Clock wiring as the flow saved it:
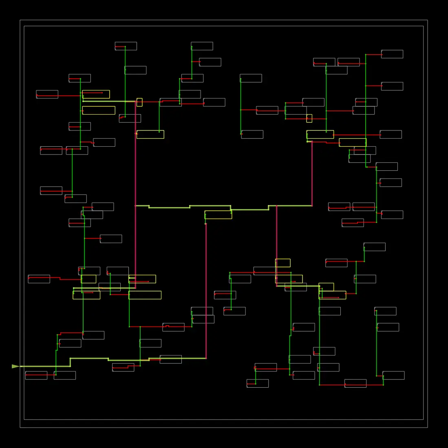
Supply network:
Pins as bars on the die edge.
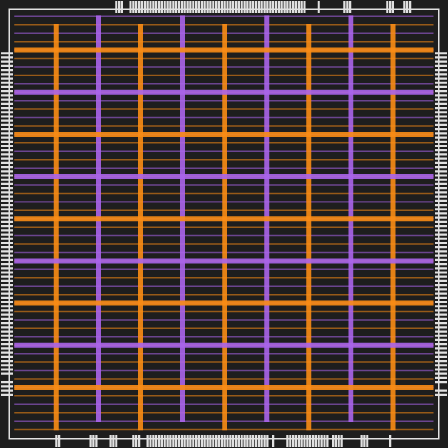
Sequential cells coloured by netlist name:
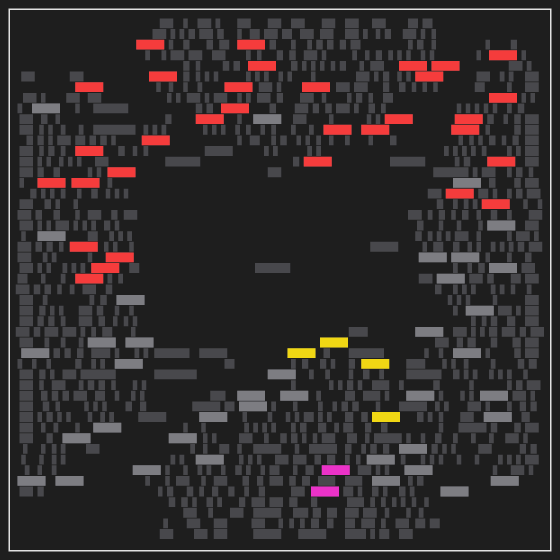
Signal wires on met1:
Supply wires on this layer in grey.
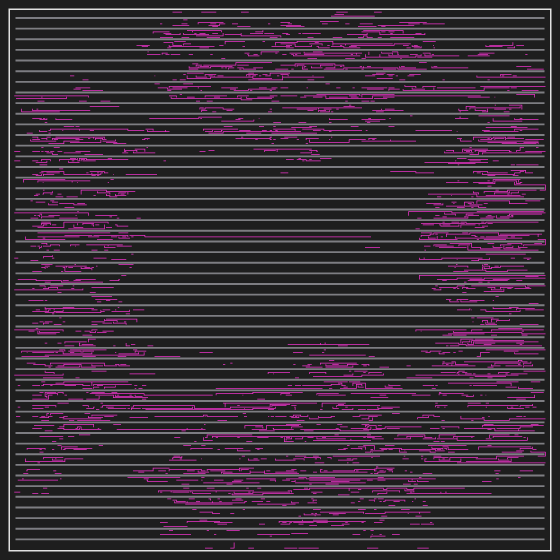
[config.mk]
export PLATFORM = sky130hd
export DESIGN_NAME = fairy_sram_arbiter
export DESIGN_NICKNAME = d
export VERILOG_FILES = /design/src/rtl/fairy_sram_arbiter.sv
export SDC_FILE = /design/constraint.sdc
export NUM_CORES = 1
export LEC_CHECK = 0
export ABC_AREA = 1
export CAP_MARGIN = 5
export CELL_PAD_IN_SITES_DETAIL_PLACEMENT = 1
export CELL_PAD_IN_SITES_GLOBAL_PLACEMENT = 1
export CORE_UTILIZATION = 25
export DETAILED_ROUTE_END_ITERATION = 16
export PLACE_DENSITY = 0.87
export RECOVER_POWER = 50
export SLEW_MARGIN = 25
export SYNTH_ARGS = -nofsm -noshare
export SYNTH_HDL_FRONTEND = slang
export SYNTH_SLANG_ARGS = --single-unit
[constraint.sdc]
create_clock -name aclk -period 2.4 [get_ports aclk]
set_clock_uncertainty 0.2 [all_clocks]
set_input_delay 0.24 -clock aclk [delete_from_list [all_inputs] [get_ports aclk]]
set_output_delay 0.24 -clock aclk [all_outputs]
set_load 0.1 [all_outputs]
[src/rtl/fairy_sram_arbiter.sv]
// fairy_sram_arbiter
// Shares one SRAM port between the instruction-fetch and data-memory
// requesters. One transaction is outstanding at a time. Data requests win
// arbitration, but a streak counter guarantees that a pending fetch is served
// after DATA_MAX_STREAK consecutive data grants.
module fairy_sram_arbiter #(
    parameter int DATA_MAX_STREAK = 4
) (
    input  logic        aclk,
    input  logic        areset_n,

    input  logic        inst_req,
    input  logic        inst_wr,
    input  logic [3:0]  inst_cen,
    input  logic [31:0] inst_addr,
    input  logic [31:0] inst_wdata,
    output logic        inst_ack,
    output logic        inst_rrdy,
    output logic [31:0] inst_rdata,

    input  logic        data_req,
    input  logic        data_wr,
    input  logic [3:0]  data_cen,
    input  logic [31:0] data_addr,
    input  logic [31:0] data_wdata,
    output logic        data_ack,
    output logic        data_rrdy,
    output logic [31:0] data_rdata,

    output logic [3:0]  sram_cen,
    output logic        sram_wr,
    output logic [31:0] sram_addr,
    output logic [31:0] sram_wdata,
    input  logic        sram_ack,
    input  logic        sram_rrdy,
    input  logic [31:0] sram_rdata,

    output logic        arb_busy,
    output logic        arb_owner
);

    localparam logic [1:0] ST_IDLE    = 2'd0;
    localparam logic [1:0] ST_ISSUE   = 2'd1;
    localparam logic [1:0] ST_WAIT_RD = 2'd2;

    localparam logic [3:0] MAX_STREAK = 4'(DATA_MAX_STREAK);

    localparam logic OWNER_INST = 1'b0;
    localparam logic OWNER_DATA = 1'b1;

    // Streak after a grant: counts data grants that overtook a waiting fetch,
    // saturating at the limit; any other grant restarts the count.
    function automatic logic [3:0] next_streak(
        input logic [3:0] cur,
        input logic       data_granted,
        input logic       inst_pending
    );
        logic [3:0] res;
        if (data_granted && inst_pending) begin
            if (cur >= MAX_STREAK) begin
                res = MAX_STREAK;
            end else begin
                res = cur + 4'd1;
            end
        end else begin
            res = 4'd0;
        end
        return res;
    endfunction

    logic [1:0]  state_r, state_nxt_s;
    logic        owner_r, owner_nxt_s;
    logic        wr_r, wr_nxt_s;
    logic [3:0]  cen_r, cen_nxt_s;
    logic [31:0] addr_r, addr_nxt_s;
    logic [31:0] wdata_r, wdata_nxt_s;
    logic [3:0]  streak_r, streak_nxt_s;

    logic        grant_data_s;
    logic        grant_inst_s;
    logic        ack_s;
    logic        rrdy_s;

    // Arbitration: data wins unless the fetch has waited through a full streak.
    always_comb begin
        grant_data_s = 1'b0;
        grant_inst_s = 1'b0;
        if (data_req && !(inst_req && (streak_r == MAX_STREAK))) begin
            grant_data_s = 1'b1;
        end else begin
            grant_inst_s = inst_req;
        end
    end

    // Next-state logic for the single-outstanding-transaction FSM.
    always_comb begin
        state_nxt_s  = state_r;
        owner_nxt_s  = owner_r;
        wr_nxt_s     = wr_r;
        cen_nxt_s    = cen_r;
        addr_nxt_s   = addr_r;
        wdata_nxt_s  = wdata_r;
        streak_nxt_s = streak_r;
        case (state_r)
            ST_IDLE: begin
                if (grant_data_s) begin
                    owner_nxt_s  = OWNER_DATA;
                    wr_nxt_s     = data_wr;
                    cen_nxt_s    = data_cen;
                    addr_nxt_s   = data_addr;
                    wdata_nxt_s  = data_wdata;
                    streak_nxt_s = next_streak(streak_r, 1'b1, inst_req);
                    state_nxt_s  = ST_ISSUE;
                end else if (grant_inst_s) begin
                    owner_nxt_s  = OWNER_INST;
                    wr_nxt_s     = inst_wr;
                    cen_nxt_s    = inst_cen;
                    addr_nxt_s   = inst_addr;
                    wdata_nxt_s  = inst_wdata;
                    streak_nxt_s = next_streak(streak_r, 1'b0, inst_req);
                    state_nxt_s  = ST_ISSUE;
                end else begin
                    state_nxt_s  = ST_IDLE;
                end
            end
            ST_ISSUE: begin
                if (sram_ack) begin
                    if (wr_r) begin
                        state_nxt_s = ST_IDLE;
                    end else if (sram_rrdy) begin
                        state_nxt_s = ST_IDLE;
                    end else begin
                        state_nxt_s = ST_WAIT_RD;
                    end
                end else begin
                    state_nxt_s = ST_ISSUE;
                end
            end
            ST_WAIT_RD: begin
                if (sram_rrdy) begin
                    state_nxt_s = ST_IDLE;
                end else begin
                    state_nxt_s = ST_WAIT_RD;
                end
            end
            default: begin
                state_nxt_s = ST_IDLE;
            end
        endcase
    end

    // State and latched-request registers with synchronous active-low reset.
    always_ff @(posedge aclk) begin
        if (!areset_n) begin
            state_r  <= ST_IDLE;
            owner_r  <= OWNER_INST;
            wr_r     <= 1'b0;
            cen_r    <= 4'hF;
            addr_r   <= 32'd0;
            wdata_r  <= 32'd0;
            streak_r <= 4'd0;
        end else begin
            state_r  <= state_nxt_s;
            owner_r  <= owner_nxt_s;
            wr_r     <= wr_nxt_s;
            cen_r    <= cen_nxt_s;
            addr_r   <= addr_nxt_s;
            wdata_r  <= wdata_nxt_s;
            streak_r <= streak_nxt_s;
        end
    end

    // Handshake qualification: SRAM responses only count in the states that expect them.
    always_comb begin
        ack_s  = 1'b0;
        rrdy_s = 1'b0;
        case (state_r)
            ST_ISSUE: begin
                ack_s  = sram_ack;
                rrdy_s = sram_ack && !wr_r && sram_rrdy;
            end
            ST_WAIT_RD: begin
                ack_s  = 1'b0;
                rrdy_s = sram_rrdy;
            end
            default: begin
                ack_s  = 1'b0;
                rrdy_s = 1'b0;
            end
        endcase
    end

    // Route handshakes to the owner and drive the shared port from the latched request.
    always_comb begin
        inst_ack   = ack_s && (owner_r == OWNER_INST);
        data_ack   = ack_s && (owner_r == OWNER_DATA);
        inst_rrdy  = rrdy_s && (owner_r == OWNER_INST);
        data_rrdy  = rrdy_s && (owner_r == OWNER_DATA);
        inst_rdata = sram_rdata;
        data_rdata = sram_rdata;
        if (state_r == ST_ISSUE) begin
            sram_cen = cen_r;
            sram_wr  = wr_r;
        end else begin
            sram_cen = 4'hF;
            sram_wr  = 1'b0;
        end
        sram_addr  = addr_r;
        sram_wdata = wdata_r;
        arb_busy   = (state_r != ST_IDLE);
        arb_owner  = owner_r;
    end

endmodule

==> results.json <==
{
  "port_buffers": 218,
  "max_clock_freq_ghz": 0.434,
  "numCtsBuffers": 9,
  "worst_ep_arrival_time_ps": 1860,
  "clockBufferDepth": 2,
  "core_sq_um": 18000,
  "synth_flops": 76,
  "cts_max_level": 3,
  "worstHoldStart": "data_req",
  "power_leader": "combinational logic",
  "first_iter_violations": 131,
  "required_ps": 1960,
  "row_count": 49,
  "yosys_warnings": 0,
  "num_io_pins": 315,
  "use_met3_pct": 5.30,
  "p_sw_share_pct": 41.3,
  "outcome": "finished, final reports clean",
  "warnings": 31,
  "r2r_cells": 9,
  "place_inst": 1088,
  "num_vias": 4889,
  "wl_mm": 15.4,
  "fillers": 2341,
  "crit_fanout": 8,
  "p_int_mw": 2.92,
  "end_kind": "output pin",
  "critPathLaunchType": "flip-flop",
  "r2r_start": "state_r[1]",
  "grt_use_met2_pct": 28.9,
  "areaGrowthSynthToFinish_pct": 42.7,
  "comb_area_sq_um": 2010,
  "syn_nets": 919,
  "finalMaxSlewViolations": 0
}
About 'clock wiring as the flow saved it':
# clock sinks: 76
P_clk: 1.53 mW

About 'supply network':
Key: VDD = purple; VSS = orange
9 straps on met5. 9 straps on met4.

About 'sequential cells coloured by netlist name':
Key: state_r = magenta [placed flops 2]; streak_r = yellow [placed flops 4]; sram_addr = red [placed flops 32]
Sequential Area: 1520 sq um
sequential power: 1.47 mW
Finished Core Util: 36.6%
Seq area share: 23.0%

About 'signal wires on met1':
The layer holds 41% of the routed length. The longest straight run is 57.7 um. The layer carries 6,300 um of wire. 896 nets have wire on it.

## routing by layer
layer / vias up / part of all wire (%)
met5: - / 0
met4: 0 / 1.9
met3: 25 / 7.3
met2: 157 / 50
met1: 2265 / 41
li1: 2442 / -
## cell usage in the layout (no fill, tap or decap), drive strengths merged, types with 3 or more instances in the layout
cell type      instances
nor2                 137
clkbuf                55
nand3                137
a21oi                 11
dfxtp                 76
inv                   94
nor3                   3
clkdlybuf4s50        142
ha                     6
nand2                159
buf                   46
## cell type report
cell class / instances / area share [%]
Sequential cell: 76 / 23.0
Clock buffer: 12 / 4.04
Timing Repair Buffer: 231 / 31.6
Tap cell: 229 / 4.34
Multi-Input combinational cell: 458 / 30.5
Inverter: 94 / 5.38
Clock inverter: 4 / 1.06
## critical path, stage by stage, from the launching register on
cell	delay (ps)
dfxtp_1	330
inv_1	90
ha_2	290
a31oi_1	130
or2_2	330
nor2_2	160
buf_12	190
## metrics by stage
| stage | power, mW | utilization (%) | worst slack [ps] | TNS, ps |
|---|---|---|---|---|
| global route | 5.21 | 36.6 | 11.4 | 0 |
| detailed placement | 3.56 | 35.6 | 334 | 0 |
| finish | 4.97 | 36.6 | 96.9 | 0 |
| global placement | 3.52 | 35.6 | 415 | 0 |
| CTS | 5.13 | 37.5 | 60.2 | 0 |
| floorplan | 3.44 | - | -131 | -260 |
## worst max-delay path by stage
stage                          start        endpoint  depth (start not counted)
after global routing      state_r[1]       inst_rrdy                          6
after floorplan            arb_owner        inst_ack                          1
after global placement      areset_n  sram_wdata[17]                          6
after detailed placement  state_r[1]       inst_rrdy                          6
final                     state_r[1]       inst_rrdy                          6
after CTS                 state_r[1]       inst_rrdy                          6
## Yosys cell counts
cell type | number | share of area, %
a31oi_1 | 1 | 0.14
inv_2 | 3 | 0.24
nor2_1 | 136 | 11
dfxtp_1 | 76 | 33
nor3_1 | 3 | 0.32
buf_4 | 73 | 12
buf_12 | 1 | 0.43
o21ai_1 | 1 | 0.11
nand2_1 | 151 | 12
buf_1 | 1 | 0.081
clkbuf_1 | 10 | 0.81
or2_2 | 2 | 0.27
nand2_4 | 1 | 0.24
ha_1 | 6 | 1.6
inv_1 | 91 | 7.4
o21ai_0 | 1 | 0.11
buf_6 | 4 | 0.97
buf_2 | 20 | 2.2
nor2_2 | 1 | 0.14
a21oi_1 | 11 | 1.2
nand2_2 | 7 | 0.95
nand3_1 | 137 | 15
## registers in the layout, indices dropped and copies added, names as in the netlist
| name | count |
|---|---|
| arb_owner | 1 |
| cen_r | 4 |
| sram_addr | 32 |
| sram_wdata | 32 |
| state_r | 2 |
| streak_r | 4 |
| wr_r | 1 |
## cell families (layout without fill, tap and decap cells)
group / after synthesis / in the layout / synth area share, %
buffers and inverters: 203 / 341 / 23.9
flip-flops: 76 / 76 / 32.9
AND-OR/OR-AND: 14 / 14 / 1.54
adder cells (fa/ha/maj): 6 / 6 / 1.62
AND/OR/NAND/NOR: 438 / 438 / 40.0
## what timing repair did
action	CTS	global route
resized	1	0
buffers inserted	0	0
hold buffers	0	0
endpoints found under the setup margin	1	0
Power is estimated from default activity; no workload was simulated.
